Design alu_issue_wb_flat, sky130hd; sources not shown.
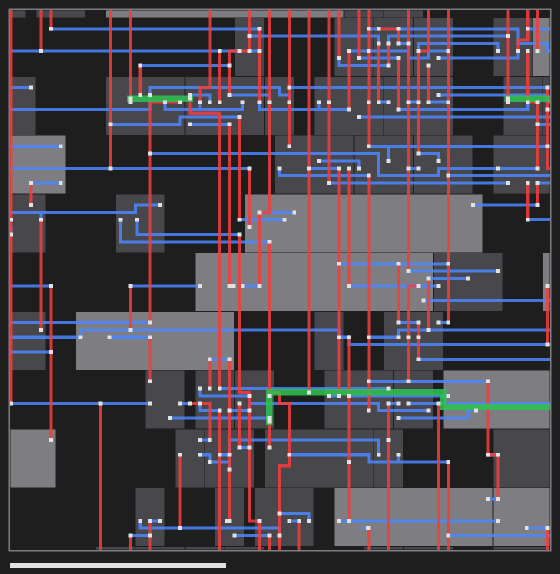
(images/closeup.png)
Scale bar: 10 um. Window x 8 to 33, y 8 to 33 um. Cells in gray, sequential cells in the stronger gray; small squares are vias.
| color | layer |
|---|---|
| green | M3 |
| blue | M1 |
| red | M2 |
cells with their middle in the window: 38
sequential cells in the window: 5
most frequent: nand2_1 (5), nand3_1 (4), dfxtp_1 (3)

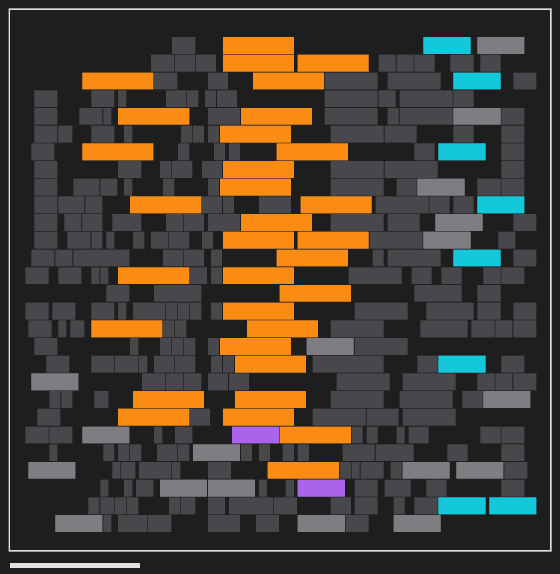
(images/ff_map.png)
Scale bar: 20 um. Other sequential cells in the stronger gray, the rest of the logic in the fainter gray.
| color | netlist name | flops |
|---|---|---|
| purple | u_core.rd_q | 2 |
| cyan | u_core.alu_b | 8 |
| orange | u_core.u_rf.regs | 32 |
P_seq: 1.49 mW
Seq. cell area: 0.00152 mm2
fin util: 66.7%
flop share of the area: 38.1%

==> qor.csv <==
metric,value,unit
Worst Hold Depth,3,
initial antenna violation count,0,
placed cell areas,0.00381,mm2
share of power burned in registers,46.5,%
ys async rst share,0,%
die height,83.0,um
Worst-path clk slew,0.06,ns
nature of the critical path endpoint,output port,
CTS sink count,60,
Final Net Count,333,
area reported by Yosys stat,0.00312,mm2
Reg2Reg Depth,2,
Final Wtd Congestion,0.816,
"mux frac, synth",17.6,%
area grow syn2layout,28.2,%
IO Port Bufs,61,
switching power,910,uW
Peak Freq,0.553,GHz
dpl ws,0.0172,ns
status,"finished, final reports clean",
total power,3.21,mW
"Hold Vio Cnt, Final",0,
drt pass-1 iters,4,
Least-Margin Pin Slew,0.606,ns
WP data required,1.68,ns
drt first-iter violations,125,
Yosys top cell by area,edfxtp_1,
HP Class,in2reg,
cell family with most CP delay,buffers and inverters,
Post-Synthesis Cells,234,
CTS H-tree depth,3,
flop-to-flop setup slack,0.24,ns
Post-synth seq share,48.8,%
Post-Layout Cell Count,380,
Synth area leaders,"edfxtp_1, dfxtp_1, mux4_2, a22o_1, nand3_1",
Syn Area/Cell,13.3,um2
Switching Share,28.4,%
-- cell families (layout without fill, tap and decap cells) --
| family | count (synthesis) | in the layout |
|---|---|---|
| adder cells (fa/ha/maj) | 1 | 1 |
| AND/OR/NAND/NOR | 62 | 62 |
| multiplexers | 25 | 25 |
| buffers and inverters | 21 | 92 |
| AND-OR/OR-AND | 65 | 65 |
| flip-flops | 60 | 60 |
-- power by group through the flow --
stage	Sequential (mW)	Clock [mW]	Combinational, mW
2_1_floorplan	1.60	0	0.271
3_3_place_gp	1.51	0	0.620
3_5_place_dp	1.52	0	0.628
4_1_cts	1.49	1.12	0.630
5_1_grt	1.50	1.16	0.660
6_report	1.49	1.09	0.625
-- tightest hold or removal path, cell delays in order --
cell and delay (ns):
clkdlybuf4s50_1 0.40, nand2_1 0.06, a21oi_1 0.05
-- layout by cell type, fill, tap and decap left out, types with 3 or more instances in the layout --
cell             instances
clkdlybuf4s50_1         53
edfxtp_1                32
dfxtp_1                 28
mux4_2                  24
nand3_1                 18
nand2_1                 17
buf_4                   17
a22o_1                  16
o21ai_0                 15
clkbuf_8                 9
a32o_1                   8
o2bb2ai_1                7
o21ai_2                  7
a21oi_1                  7
clkinv_2                 5
or3b_1                   4
nor3_1                   4
buf_12                   3
-- layout make-up --
class / instances / area (um2)
clock buffers: 10 / 128
repair buffers: 73 / 718
flip-flops and latches: 60 / 1520
fillers: 436 / 1990
multi-input cells: 153 / 1470
inverters: 3 / 11.3
clock inverters: 6 / 55.1
well taps: 75 / 93.8
-- routing by layer --
| metal | global-route usage [%] | vias to the layer above | wire (um) |
|---|---|---|---|
| li1 | - | 1089 | - |
| met1 | 29.3 | 1109 | 3300 |
| met2 | 32.5 | 99 | 3280 |
| met3 | 5.57 | 0 | 420 |
| met4 | 6.26 | 0 | 0 |
| met5 | 0 | - | 0 |
Power and IR drop assume default switching activity.
